**Sequential cells grouped by signal name**

Scale bar: 100 um. Other sequential cells in the stronger gray, the rest of the logic in the fainter gray.
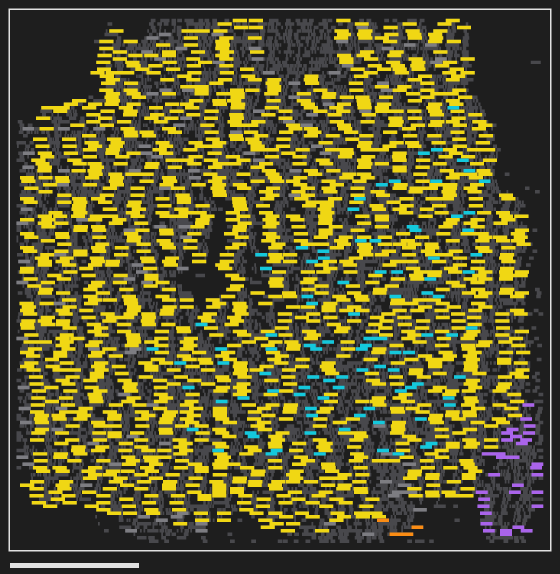
**Congestion heat map**

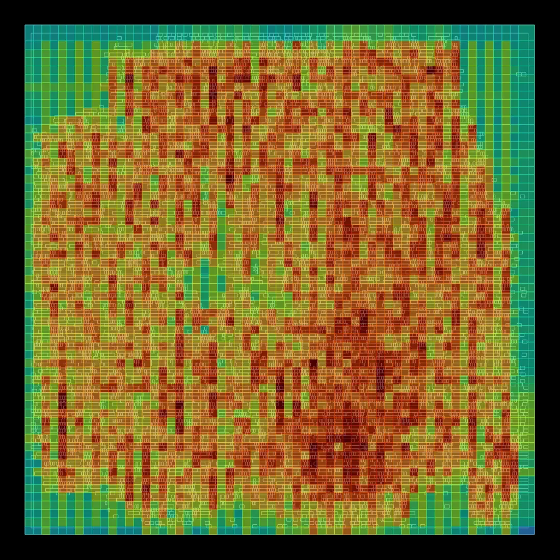
**Nets reached from selected ports**

Scale bar: 100 um.
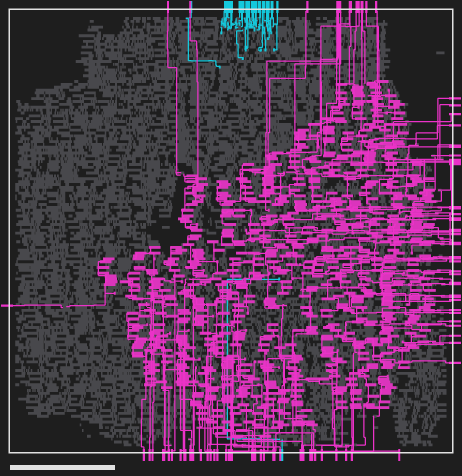
**Layout detail**

Scale bar: 10 um. Window x 93 to 118, y 93 to 118 um. Cells in gray, sequential cells in the stronger gray; small squares are vias.
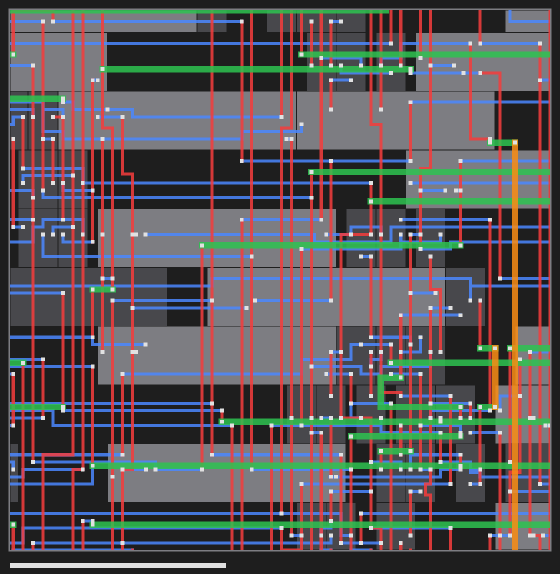
<file path="config.mk">
export PLATFORM = sky130hd
export DESIGN_NAME = output_stream_collector
export DESIGN_NICKNAME = d
export VERILOG_FILES = /design/src/rtl/output_stream_collector.sv
export SDC_FILE = /design/constraint.sdc
export NUM_CORES = 2
export LEC_CHECK = 0
export ABC_AREA = 1
export CAP_MARGIN = 20
export CORE_MARGIN = 5
export CORE_UTILIZATION = 54
export DETAILED_ROUTE_END_ITERATION = 16
export HOLD_SLACK_MARGIN = 0.08
export PLACE_DENSITY = 0.72
export SLEW_MARGIN = 40
export SYNTH_ARGS = -nofsm -noshare
export SYNTH_HDL_FRONTEND = slang
export SYNTH_SLANG_ARGS = --single-unit
</file>
<file path="constraint.sdc">
create_clock -name clk -period 27.5 [get_ports clk]
set_input_delay 5.5 -clock clk [delete_from_list [all_inputs] [get_ports clk]]
set_output_delay 5.5 -clock clk [all_outputs]
set_load 0.01 [all_outputs]
</file>
<file path="src/rtl/output_stream_collector.sv">
// output_stream_collector
//   Buffers accumulator words from the convolution controller in a FIFO and
//   serializes each word into one-lane-per-beat transfers on a valid/ready
//   host link.
// Ports:
//   clk, arst_in       clock, asynchronous active-high reset
//   clear              synchronous flush of FIFO, serializer and counters
//   in_valid/in_data   incoming word (lane 0 in LSBs) with in_x/in_y/in_ch tags
//   almost_full        registered, occupancy >= DEPTH-2
//   overflow           sticky, a word arrived while full and was dropped
//   out_valid/out_ready host handshake; out_data/out_x/out_y/out_ch per beat
//   out_last_lane      current beat is lane LANES-1
//   beats_sent         count of accepted host beats (wraps)
module output_stream_collector #(
    parameter int unsigned ACC_WIDTH = 32,
    parameter int unsigned LANES     = 3,
    parameter int unsigned DEPTH     = 8,
    parameter int unsigned TAG_WIDTH = 32
) (
    input  logic                       clk,
    input  logic                       arst_in,
    input  logic                       clear,
    input  logic                       in_valid,
    input  logic [LANES*ACC_WIDTH-1:0] in_data,
    input  logic [TAG_WIDTH-1:0]       in_x,
    input  logic [TAG_WIDTH-1:0]       in_y,
    input  logic [TAG_WIDTH-1:0]       in_ch,
    output logic                       almost_full,
    output logic                       overflow,
    output logic                       out_valid,
    input  logic                       out_ready,
    output logic [ACC_WIDTH-1:0]       out_data,
    output logic [TAG_WIDTH-1:0]       out_x,
    output logic [TAG_WIDTH-1:0]       out_y,
    output logic [TAG_WIDTH-1:0]       out_ch,
    output logic                       out_last_lane,
    output logic [31:0]                beats_sent
);

    localparam int unsigned PW = $clog2(DEPTH);
    localparam int unsigned CW = PW + 1;
    localparam int unsigned LW = (LANES > 1) ? $clog2(LANES) : 1;
    localparam int unsigned DW = LANES * ACC_WIDTH;
    localparam int unsigned EW = DW + 3 * TAG_WIDTH;

    localparam logic [CW-1:0] CountFull = CW'(DEPTH);
    localparam logic [CW-1:0] AfThresh  = CW'(DEPTH - 2);
    localparam logic [LW-1:0] LastLane  = LW'(LANES - 1);
    localparam logic [PW-1:0] PtrOne    = PW'(1);

    typedef enum logic [0:0] {StIdle, StEmit} state_e;

    logic [EW-1:0]        mem [DEPTH];
    logic [PW-1:0]        wr_ptr_q, rd_ptr_q;
    logic [CW-1:0]        count_q, count_d;
    logic [LW-1:0]        lane_q;
    state_e               state_q;
    logic [DW-1:0]        data_q;
    logic [TAG_WIDTH-1:0] x_q, y_q, ch_q;
    logic                 almost_full_q, overflow_q;
    logic [31:0]          beats_q;

    logic          emit, last, accept, pop, push, next_avail;
    logic [EW-1:0] in_word, head_word, next_word;

    assign in_word   = {in_ch, in_y, in_x, in_data};
    assign head_word = mem[rd_ptr_q];
    // With a single resident entry the next head is the word arriving this cycle.
    assign next_word = (count_q > CW'(1)) ? mem[rd_ptr_q + PtrOne] : in_word;

    always_comb begin
        emit       = (state_q == StEmit);
        last       = emit && (lane_q == LastLane);
        accept     = emit && out_ready;
        pop        = accept && last;
        push       = in_valid && !clear && ((count_q != CountFull) || pop);
        next_avail = (count_q > CW'(1)) || push;
        count_d    = count_q;
        unique case ({push, pop})
            2'b10:   count_d = count_q + CW'(1);
            2'b01:   count_d = count_q - CW'(1);
            default: count_d = count_q;
        endcase
    end

    // Storage has no reset; occupancy is tracked by the pointers and count.
    always_ff @(posedge clk) begin
        if (push) begin
            mem[wr_ptr_q] <= in_word;
        end
    end

    always_ff @(posedge clk or posedge arst_in) begin
        if (arst_in) begin
            wr_ptr_q      <= '0;
            rd_ptr_q      <= '0;
            count_q       <= '0;
            lane_q        <= '0;
            state_q       <= StIdle;
            data_q        <= '0;
            x_q           <= '0;
            y_q           <= '0;
            ch_q          <= '0;
            almost_full_q <= 1'b0;
            overflow_q    <= 1'b0;
            beats_q       <= '0;
        end else if (clear) begin
            wr_ptr_q      <= '0;
            rd_ptr_q      <= '0;
            count_q       <= '0;
            lane_q        <= '0;
            state_q       <= StIdle;
            data_q        <= '0;
            x_q           <= '0;
            y_q           <= '0;
            ch_q          <= '0;
            almost_full_q <= 1'b0;
            overflow_q    <= 1'b0;
            beats_q       <= '0;
        end else begin
            if (push) wr_ptr_q <= wr_ptr_q + PtrOne;
            if (pop)  rd_ptr_q <= rd_ptr_q + PtrOne;
            count_q       <= count_d;
            almost_full_q <= (count_d >= AfThresh);
            if (in_valid && !push) overflow_q <= 1'b1;
            if (accept) beats_q <= beats_q + 32'd1;

            unique case (state_q)
                StIdle: begin
                    if (count_q != '0) begin
                        {ch_q, y_q, x_q, data_q} <= head_word;
                        lane_q                   <= '0;
                        state_q                  <= StEmit;
                    end
                end
                StEmit: begin
                    if (accept) begin
                        if (!last) begin
                            lane_q <= lane_q + LW'(1);
                        end else if (next_avail) begin
                            {ch_q, y_q, x_q, data_q} <= next_word;
                            lane_q                   <= '0;
                        end else begin
                            state_q <= StIdle;
                        end
                    end
                end
                default: state_q <= StIdle;
            endcase
        end
    end

    always_comb begin
        out_valid     = emit;
        out_data      = emit ? data_q[lane_q*ACC_WIDTH +: ACC_WIDTH] : '0;
        out_x         = emit ? x_q : '0;
        out_y         = emit ? y_q : '0;
        out_ch        = emit ? ch_q + TAG_WIDTH'(lane_q) : '0;
        out_last_lane = last;
    end

    assign almost_full = almost_full_q;
    assign overflow    = overflow_q;
    assign beats_sent  = beats_q;

endmodule

</file>
==> notes.md <==
• **status** completed
• **max-capacitance violation count** 0
• **depth of the CTS H-tree** 4
• **routed wire length on met3** 32.1 mm
• **DP Wirelength** 164 mm
• **post-route total power** 6.07 mW
• **share of the core filled with cells in the final layout** 0.611
• **warnings from Yosys** 0
• **Max Root-Sink Buffers** 3
• **GRT Util Overall** 0.330
• **average cell area after synthesis** 8.33 um^2
• **tally of unique sky130hd cells used after synthesis** 43
• **area of the die** 0.177 mm^2
• **startpoint class of the critical path** flop
• **achievable frequency** 105 MHz
• **worst setup path category** reg2out
• **Die Span X** 420 um
• **Sinks on Clock Net** 1775
• **cts repair resizes** 0
• **reg-to-reg critical path startpoint** rd_ptr_q[0]$_DFFE_PP0P_
• **endpoint arrival time on the critical path** 4.04 ns
• **drt first-iter violations** 10.0k
• **max-slew violation count** 0
• **worst setup slack before clock tree synthesis** 17.64 ns
• **Rel. slew slack** 0.353
• **destination of the worst hold path** data_q[26]$_DFFE_PP0P_
• **aggregate routed wire length** 299 mm
• **cycle use final** 0.347
• **global placer's final weighted congestion** 0.892
• **met1 wire length** 109 mm
• **layout-stage area growth over the synthesis result** 12.4%
• **setup clock skew after layout** 0.0314 ns
• **area reported by Yosys stat** 0.0909 mm^2
• **OpenROAD warning count** 90
## Picture notes: 'sequential cells grouped by signal name'
- count_q: orange (sequential cells 4; where south-east)
- data_q: cyan (sequential cells 96)
- beats_sent: purple (sequential cells 32; where south-east)
- mem: yellow (sequential cells 1536; where spread over the die)

## Picture notes: 'congestion heat map'
routed length per placed instance: 22.6 um
grt met2 use: 0.533

## Picture notes: 'nets reached from selected ports'
- in_data: magenta (bits 96; direction input; end cells 864; buffers 96; wire 18500 um)
- out_ch: cyan (bits 32; direction output; end cells 32; buffers 32; wire 1060 um)

## Picture notes: 'layout detail'
- met4: orange
- met1: blue
- met2: red
- met3: green
- netlist names of flops here include: mem (7), x_q (1)
- cells with their middle in the window: 36
- sequential cells in the window: 8
- most frequent: nand2_1 (19), nand3_1 (8), edfxtp_1 (7)

## logic make-up after synthesis
kind of cell             synth area share
AND/OR/NAND/NOR                     0.374
flip-flops                          0.573
buffers and inverters              0.0449
AND-OR/OR-AND                     0.00457
XOR/XNOR                          0.00135
adder cells (fa/ha/maj)           0.00174
## stage by stage
step	std cells	hold slack (ns)
after global placement	12800	0.466
after global routing	13200	0.499
after floorplan	10900	0.449
after CTS	13200	0.482
final	13200	0.485
after detailed placement	12800	0.466
## sequential cells by signal, summed over array words and instances (netlist names), 2 cells and up
register,count
beats_sent,32
count_q,4
wr_ptr_q,3
data_q,96
x_q,32
ch_q,32
y_q,32
mem,1536
lane_q,2
rd_ptr_q,3
## synth_stat cells (3+ instances only)
cell type                  number
sky130_fd_sc_hd__nand4_1       20
sky130_fd_sc_hd__o21ai_0       33
sky130_fd_sc_hd__buf_1         79
sky130_fd_sc_hd__nand2_1     4932
sky130_fd_sc_hd__a211oi_1       3
sky130_fd_sc_hd__nor2_1       340
sky130_fd_sc_hd__buf_4         14
sky130_fd_sc_hd__nor3_1        19
sky130_fd_sc_hd__ha_1          11
sky130_fd_sc_hd__a21o_1         3
sky130_fd_sc_hd__clkbuf_1     359
sky130_fd_sc_hd__a21oi_1       22
sky130_fd_sc_hd__inv_2          8
sky130_fd_sc_hd__edfxtp_1    1536
sky130_fd_sc_hd__xnor2_1        6
sky130_fd_sc_hd__o22ai_1        3
sky130_fd_sc_hd__or2_2         75
sky130_fd_sc_hd__nand3_1     2672
sky130_fd_sc_hd__inv_1        175
sky130_fd_sc_hd__xor2_1         8
sky130_fd_sc_hd__buf_2        324
sky130_fd_sc_hd__dfrtp_1      239
## worst max path at each step
stage | start | to | slack (ns) | depth (start not counted)
global placement | out_ready | mem[7][69]$_DFFE_PP_ | 16.85 | 12
global route | lane_q[0]$_DFFE_PP0P_ | out_ch[18] | 17.73 | 10
detailed placement | out_ready | mem[7][69]$_DFFE_PP_ | 17.64 | 12
floorplan | out_ready | mem[1][0]$_DFFE_PP_ | 12.70 | 8
CTS | lane_q[0]$_DFFE_PP0P_ | out_ch[16] | 18.05 | 10
finish | lane_q[0]$_DFFE_PP0P_ | out_ch[18] | 17.96 | 10
## critical path, stage by stage (launching register included)
cell	delay, ns
sky130_fd_sc_hd__dfrtp_1	0.43
sky130_fd_sc_hd__buf_4	0.48
sky130_fd_sc_hd__ha_1	0.33
sky130_fd_sc_hd__fa_1	0.27
sky130_fd_sc_hd__nand2_1	0.09
sky130_fd_sc_hd__nor2_1	0.24
sky130_fd_sc_hd__nand2_1	0.13
sky130_fd_sc_hd__nor2_1	0.24
sky130_fd_sc_hd__nand3_1	0.13
sky130_fd_sc_hd__a21oi_1	0.25
sky130_fd_sc_hd__clkdlybuf4s50_1	0.59
## final cells by class
class	instances	area, um^2
well taps	2204	2760
inverters	185	785
repair buffers	493	5440
clock inverters	89	863
flip-flops and latches	1775	52100
multi-input cells	8172	34800
clock buffers	260	5270
diodes	47	118
fillers	13700	65100
## report_power, final
group,internal [mW],switching [mW],leakage (nW)
clock network,1.48,1.06,3.02
logic,0.137,0.293,20.9
registers,3.02,0.0889,17.0
total,4.63,1.44,41.0
Power figures rest on the tool's default switching activity, not on a simulated workload.
